===== config.mk =====
export PLATFORM = sky130hd
export DESIGN_NAME = hub75_column_feeder_flat
export DESIGN_NICKNAME = d
export VERILOG_FILES = /design/src/rtl/hub75_column_feeder_if.sv /design/src/rtl/hub75_column_feeder.sv /design/src/flat_wrapper.sv
export SDC_FILE = /design/constraint.sdc
export NUM_CORES = 2
export LEC_CHECK = 0
export CAP_MARGIN = 20
export CORE_AREA = 3 3 479 481
export CTS_CLUSTER_SIZE = 40
export DETAILED_ROUTE_END_ITERATION = 8
export DIE_AREA = 0 0 482 484
export DONT_BUFFER_PORTS = 1
export PLACE_DENSITY = 0.63
export SLEW_MARGIN = 20
export SYNTH_ARGS = -nofsm -noshare
export SYNTH_HDL_FRONTEND = slang
export SYNTH_SLANG_ARGS = --single-unit

===== constraint.sdc =====
create_clock -name clk_in -period 5.1 [get_ports clk_in]
set_clock_uncertainty 0.2 [all_clocks]
set_input_delay 0.765 -clock clk_in [delete_from_list [all_inputs] [get_ports clk_in]]
set_output_delay 0.765 -clock clk_in [all_outputs]
set_load 0.03 [all_outputs]

===== src/rtl/hub75_column_feeder_if.sv =====
// Column stream from the feeder to the HUB75 output driver.
// The master side owns column_data/theta_out/tvalid; the slave side owns tready.
interface hub75_column_feeder_if #(
    parameter int unsigned ROTATIONAL_RES = 1024,
    parameter int unsigned NUM_ROWS       = 64,
    parameter int unsigned RGB_RES        = 9
);
    localparam int unsigned THETA_W = $clog2(ROTATIONAL_RES);

    logic [1:0][NUM_ROWS-1:0][RGB_RES-1:0] column_data;
    logic [THETA_W-1:0]                    theta_out;
    logic                                  tvalid;
    logic                                  tready;

    modport master (
        output column_data,
        output theta_out,
        output tvalid,
        input  tready
    );

    modport slave (
        input  column_data,
        input  theta_out,
        input  tvalid,
        output tready
    );
endinterface


===== src/rtl/hub75_column_feeder.sv =====
// Fetches one 2*NUM_ROWS-pixel column from frame-buffer BRAM per requested angle
// and presents it to the HUB75 driver over a tvalid/tready handshake.
module hub75_column_feeder #(
    parameter int unsigned ROTATIONAL_RES = 1024,
    parameter int unsigned NUM_ROWS       = 64,
    parameter int unsigned RGB_RES        = 9,
    parameter int unsigned READ_LATENCY   = 2,
    parameter int unsigned OVR_W          = 16,
    localparam int unsigned THETA_W = $clog2(ROTATIONAL_RES),
    localparam int unsigned ADDR_W  = $clog2(ROTATIONAL_RES * 2 * NUM_ROWS)
) (
    input  logic                  clk_in,
    input  logic                  rst_in,
    input  logic [THETA_W-1:0]    theta_in,
    input  logic                  theta_valid,
    output logic [ADDR_W-1:0]     mem_addr,
    output logic                  mem_rd_en,
    input  logic [RGB_RES-1:0]    mem_data,
    hub75_column_feeder_if.master col_if,
    output logic                  busy,
    output logic [OVR_W-1:0]      overrun_count
);

    localparam int unsigned NUM_PIX = 2 * NUM_ROWS;
    localparam int unsigned IDX_W   = $clog2(NUM_PIX);

    typedef enum logic [1:0] {
        IDLE    = 2'd0,
        FETCH   = 2'd1,
        DRAIN   = 2'd2,
        PRESENT = 2'd3
    } state_e;

    // Flat pixel index doubles as the (h,r) tag: idx = h*NUM_ROWS + r.
    typedef struct packed {
        logic             vld;
        logic [IDX_W-1:0] idx;
    } tag_t;

    state_e                            state_q, state_d;
    logic [IDX_W-1:0]                  idx_q, idx_d;
    logic [ADDR_W-1:0]                 mem_addr_q, mem_addr_d;
    logic                              mem_rd_en_q, mem_rd_en_d;
    logic [THETA_W-1:0]                cur_theta_q, cur_theta_d;
    logic [THETA_W-1:0]                pending_theta_q, pending_theta_d;
    logic                              pending_q, pending_d;
    logic [THETA_W-1:0]                theta_out_q, theta_out_d;
    logic                              tvalid_q, tvalid_d;
    logic                              busy_q, busy_d;
    logic [OVR_W-1:0]                  ovr_q, ovr_d;
    tag_t [READ_LATENCY-1:0]           tag_q, tag_d;
    logic [NUM_PIX-1:0][RGB_RES-1:0]   stage_q, stage_d;
    logic [NUM_PIX-1:0][RGB_RES-1:0]   column_q, column_d;

    logic               handshake;
    logic               have_req;
    logic [THETA_W-1:0] req_theta;
    tag_t               tag_out;
    logic               last_cap;
    logic               start;

    assign handshake = tvalid_q && col_if.tready;
    assign have_req  = pending_q || theta_valid;
    assign req_theta = theta_valid ? theta_in : pending_theta_q;
    assign tag_out   = tag_q[READ_LATENCY-1];
    assign last_cap  = tag_out.vld && (tag_out.idx == IDX_W'(NUM_PIX - 1));

    // Next-state, datapath and output computation.
    always_comb begin
        state_d         = state_q;
        idx_d           = idx_q;
        mem_addr_d      = mem_addr_q;
        mem_rd_en_d     = 1'b0;
        cur_theta_d     = cur_theta_q;
        pending_theta_d = pending_theta_q;
        pending_d       = pending_q;
        theta_out_d     = theta_out_q;
        tvalid_d        = tvalid_q;
        ovr_d           = ovr_q;
        stage_d         = stage_q;
        column_d        = column_q;
        start           = 1'b0;

        tag_d[0].vld = mem_rd_en_q;
        tag_d[0].idx = idx_q;
        for (int unsigned i = 1; i < READ_LATENCY; i++) begin
            tag_d[i] = tag_q[i-1];
        end

        if (tag_out.vld && !rst_in) begin
            stage_d[tag_out.idx] = mem_data;
        end

        case (state_q)
            IDLE: begin
                if (have_req) begin
                    start = 1'b1;
                end
            end
            FETCH: begin
                if (idx_q == IDX_W'(NUM_PIX - 1)) begin
                    state_d = DRAIN;
                end else begin
                    mem_rd_en_d = 1'b1;
                    idx_d       = idx_q + IDX_W'(1);
                    mem_addr_d  = mem_addr_q + ADDR_W'(1);
                end
            end
            DRAIN: begin
                // Forward the final capture so tvalid rises the cycle after it lands.
                if (last_cap) begin
                    column_d    = stage_d;
                    theta_out_d = cur_theta_q;
                    tvalid_d    = 1'b1;
                    state_d     = PRESENT;
                end
            end
            PRESENT: begin
                if (handshake) begin
                    tvalid_d = 1'b0;
                    if (have_req) begin
                        start = 1'b1;
                    end else begin
                        state_d = IDLE;
                    end
                end
            end
            default: state_d = IDLE;
        endcase

        if (start) begin
            state_d     = FETCH;
            cur_theta_d = req_theta;
            mem_rd_en_d = 1'b1;
            idx_d       = '0;
            mem_addr_d  = ADDR_W'(req_theta) * ADDR_W'(NUM_PIX);
        end

        // Latest strobe wins; an unconsumed older one counts as an overrun.
        if (theta_valid) begin
            pending_d       = 1'b1;
            pending_theta_d = theta_in;
            if (pending_q && !start && (ovr_q != '1)) begin
                ovr_d = ovr_q + OVR_W'(1);
            end
        end
        if (start) begin
            pending_d = 1'b0;
        end

        busy_d = (state_d == FETCH) || (state_d == DRAIN);
    end

    always_ff @(posedge clk_in) begin
        if (rst_in) begin
            state_q         <= IDLE;
            idx_q           <= '0;
            mem_addr_q      <= '0;
            mem_rd_en_q     <= 1'b0;
            cur_theta_q     <= '0;
            pending_theta_q <= '0;
            pending_q       <= 1'b0;
            theta_out_q     <= '0;
            tvalid_q        <= 1'b0;
            busy_q          <= 1'b0;
            ovr_q           <= '0;
            tag_q           <= '0;
            column_q        <= '0;
        end else begin
            state_q         <= state_d;
            idx_q           <= idx_d;
            mem_addr_q      <= mem_addr_d;
            mem_rd_en_q     <= mem_rd_en_d;
            cur_theta_q     <= cur_theta_d;
            pending_theta_q <= pending_theta_d;
            pending_q       <= pending_d;
            theta_out_q     <= theta_out_d;
            tvalid_q        <= tvalid_d;
            busy_q          <= busy_d;
            ovr_q           <= ovr_d;
            tag_q           <= tag_d;
            column_q        <= column_d;
        end
    end

    // Staging buffer needs no reset: every entry is rewritten before it is presented.
    always_ff @(posedge clk_in) begin
        stage_q <= stage_d;
    end

    assign mem_addr           = mem_addr_q;
    assign mem_rd_en          = mem_rd_en_q;
    assign busy               = busy_q;
    assign overrun_count      = ovr_q;
    assign col_if.column_data = column_q;
    assign col_if.theta_out   = theta_out_q;
    assign col_if.tvalid      = tvalid_q;

endmodule


===== src/flat_wrapper.sv =====
// flat-port wrapper written by rule: the top's interface ports become plain ports
module hub75_column_feeder_flat 
#(
    parameter int unsigned ROTATIONAL_RES = 1024,
    parameter int unsigned NUM_ROWS       = 64,
    parameter int unsigned RGB_RES        = 9,
    parameter int unsigned READ_LATENCY   = 2,
    parameter int unsigned OVR_W          = 16,
    localparam int unsigned THETA_W = $clog2(ROTATIONAL_RES),
    localparam int unsigned ADDR_W  = $clog2(ROTATIONAL_RES * 2 * NUM_ROWS)
)
  (clk_in, rst_in, theta_in, theta_valid, mem_addr, mem_rd_en, mem_data, busy, overrun_count, col_if_column_data, col_if_theta_out, col_if_tvalid, col_if_tready);
  hub75_column_feeder_if #(.ROTATIONAL_RES(ROTATIONAL_RES), .NUM_ROWS(NUM_ROWS), .RGB_RES(RGB_RES)) col_if_i ();
  input  logic clk_in;
  input  logic rst_in;
  input  logic [THETA_W-1:0] theta_in;
  input  logic theta_valid;
  output logic [ADDR_W-1:0] mem_addr;
  output logic mem_rd_en;
  input  logic [RGB_RES-1:0] mem_data;
  output logic busy;
  output logic [OVR_W-1:0] overrun_count;
  output wire logic [$bits(col_if_i.column_data)-1:0] col_if_column_data;
  output wire logic [$bits(col_if_i.theta_out)-1:0] col_if_theta_out;
  output wire logic [$bits(col_if_i.tvalid)-1:0] col_if_tvalid;
  input wire logic [$bits(col_if_i.tready)-1:0] col_if_tready;
  assign col_if_column_data = col_if_i.column_data;
  assign col_if_theta_out = col_if_i.theta_out;
  assign col_if_tvalid = col_if_i.tvalid;
  assign col_if_i.tready = col_if_tready;
  hub75_column_feeder #(.ROTATIONAL_RES(ROTATIONAL_RES), .NUM_ROWS(NUM_ROWS), .RGB_RES(RGB_RES), .READ_LATENCY(READ_LATENCY), .OVR_W(OVR_W)) u_core (.clk_in(clk_in), .rst_in(rst_in), .theta_in(theta_in), .theta_valid(theta_valid), .mem_addr(mem_addr), .mem_rd_en(mem_rd_en), .mem_data(mem_data), .col_if(col_if_i), .busy(busy), .overrun_count(overrun_count));
endmodule

**Sequential cells coloured by netlist name**

Other sequential cells in the stronger grey, the rest of the logic in the fainter grey.
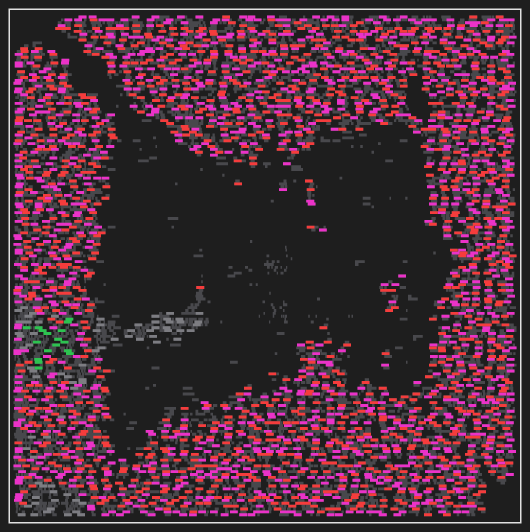
[red] u_core.stage_q | sequential cells: 1143 | where: widely spread
[magenta] u_core.col_if.column_data | sequential cells: 1152 | where: widely spread
[green] u_core.mem_addr | sequential cells: 17
not coloured: 75
power dissipated in sequential cells: 18.8 mW
flop share of the area: 0.4978
total area of sequential cells: 0.04779 mm2

**Nets reached from selected ports**

Bar = 100 um.
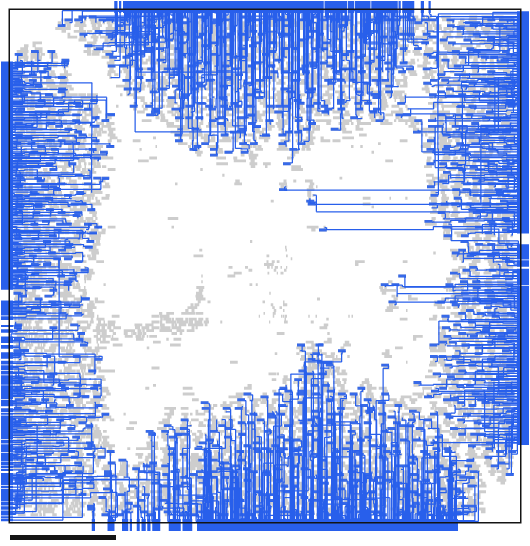
[blue] col_if_column_data | bits: 1152 | direction: output | edge: 311 bottom, 289 right, 282 top, 270 left | end cells: 1152 | buffers: 0 | wire: 71.2 mm

**Track usage over the die**

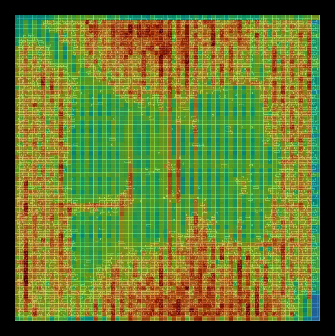
global routing usage summed across all routing layers: 0.2282
met3 Use GR: 0.08864
global routing's busiest layer: met2

==> run notes <==
Synthesis and place-and-route results.

- The maximum resistive drop on vdd is 337.0 uV.
- The critical path capture point type is a flop.
- The first-pass GRT wire length is 391.6 mm.
- The clock H-tree reported by CTS has 4 levels.
- After the last flow step, the layout net total stands at 6720.
- The overall power of the completed layout is 37.59 mW.
- The cell-mix breakdown from Yosys lists the compound-gate area share as 0.1412.
- The number of cell instances after yosys synthesis is 6866.
- The relative area change from synthesis to final layout is 13.80%.
- The placement report lists the number of port buffers as 0.
- The number of rows in the core area is 174.
- The remaining antenna violation count is 0.
- The post-synthesis share of cell area spent on full adders, half adders and majority gates is 0.001038.
- The cell count of the worst reg-to-reg path is 5.
- The run finished with clean final reports.
- The classification of the worst-slack hold path is in -> reg.
- The worst path needs 3847 ps of the cycle, external delays included.
- The global route stage reports its total congestion overflow as 0.
- The cell type group with the largest total delay on the critical path is simple AND/OR/NAND/NOR gates.
- The endpoint required time on the critical path is 5660 ps.
- The multiplexer fraction of the synthesized cell area is 0.1541.
- The initial antenna violation count is 20.
- Once the clock tree was built, the resizer swapped 0 gates to a different size.
- In this run the post-CTS setup repair buffer count came out at 0.
- On the final layout, the worst hold slack is 73.39 ps.
- For this run, the register share of the synthesized area comes to 0.5665.
**M1 wires**

Supply wires on this layer in grey.
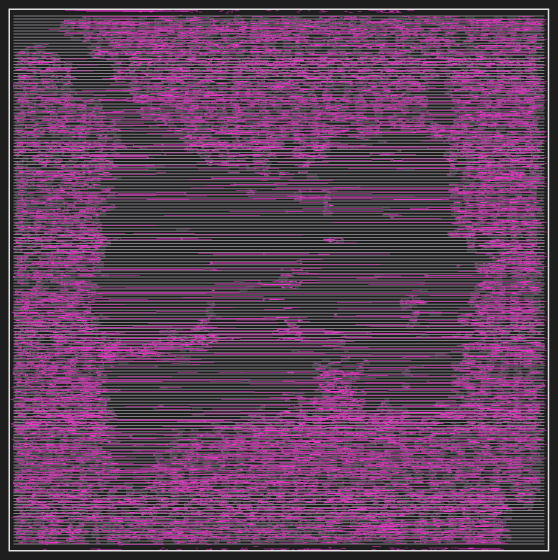
nets with wire on the layer: 6481
share of all routed wire: 40%
number of vias in the routed layout: 53.16k
Routed Wire Length: 280.4 mm
met1 usage: 0.2721

**Signal wires on met2**

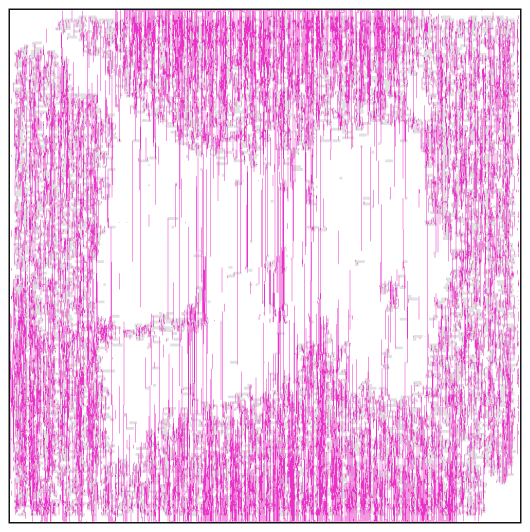
longest straight run: 240 um
wire length on this layer: 129 mm
main direction: vertical
grt met2 use: 0.3697

-- layer usage --
metal	routed length, um	vias to the layer above	GRT usage	share of wire
li1	-	23865	-	-
met1	112900	27221	0.2721	0.40
met2	129300	1641	0.3697	0.46
met3	26680	430	0.08864	0.095
met4	11420	0	0.08577	0.041
met5	0	-	0	0
-- cells in the mapped netlist, types with 7 or more instances --
library cell,n,area share
nand3_1,15,0.00089
nor2b_1,20,0.0015
nand2_2,27,0.0020
clkbuf_1,520,0.023
or2_2,1145,0.085
xor2_1,14,0.0015
nor2_8,10,0.0024
buf_2,15,0.00089
nand2_1,112,0.0050
nor2_2,45,0.0033
a211oi_1,8,0.00071
nor2_1,73,0.0032
o21a_1,14,0.0012
nor3_1,13,0.00077
xnor2_1,20,0.0021
nand4_1,14,0.0010
and3_1,7,0.00052
ha_1,7,0.0010
dfxtp_1,2387,0.57
a21oi_1,31,0.0018
mux2i_1,13,0.0015
mux2_1,15,0.0020
inv_1,7,0.00031
mux2_2,1128,0.15
o211a_1,1143,0.14
-- cells by family (layout without fill, tap and decap cells) --
group                      count (synthesis)  count (layout)
buffers and inverters                    555             580
xor gates and xnor gates                  34              34
DFF                                     2387            2387
AOI/OAI and AO/OA                       1217            1217
adders and majority gates                  7               7
muxes                                   1156            1156
other                                      0              13
and+or+nand+nor                         1510            1510
-- sequential cells by signal, indices dropped and copies added, names as in the netlist --
signal                     count
u_core.busy                    1
u_core.col_if.column_data   1152
u_core.col_if.theta_out       10
u_core.col_if.tvalid           1
u_core.cur_theta_q            10
u_core.idx_q                   7
u_core.mem_addr               17
u_core.mem_rd_en               1
u_core.overrun_count          16
u_core.pending_q               1
u_core.pending_theta_q        10
u_core.stage_q              1143
u_core.state_q                 2
u_core.tag_d                   8
u_core.tag_out                 8
-- area by class of cell --
cell class                 instances  area [um2]
timing repair buffer             131        1664
antenna                           13       32.53
multi-input combinational       3924       34490
clock buffer                     350        7048
fill                           20746      129100
inverter                           8       37.54
clock inverter                    91        1194
tap                             2992        3744
sequential                      2387       47790
-- power breakdown --
part           switching (mW)  internal, mW  total (mW)  leakage [nW]
combinational           0.557         0.164       0.721          27.9
sequential             0.0866          18.7        18.8          19.2
clock                    7.60          10.5        18.1          4.06
total                    8.25          29.3        37.6          51.2
-- through the flow --
stage	setup slack, ps	instance area, um2
after CTS	1157	95960
after global placement	1182	87060
after detailed placement	1169	87060
final	1253	95990
after global routing	1107	95960
after floorplan	2191	84350
-- worst register-to-register path: cells and delay by family (launching register included) --
family           cells  cell delay [ps]
AND/OR/NAND/NOR      3             2070
flip-flops           1              810
multiplexers         1              450
AND-OR/OR-AND        1              230
-- final timing paths --
kind	end	slack, ps	startpoint
max	u_core.col_if.column_data[992]	1250	u_core.tag_out[3]
min	u_core.col_if.column_data[1072]	70	rst_in
max reg2reg	u_core.col_if.column_data[992]	1250	u_core.tag_out[3]
min reg2reg	u_core.tag_out[0]	230	u_core.tag_d[8]
No activity file was given, so power comes from the tool's default toggle rates.
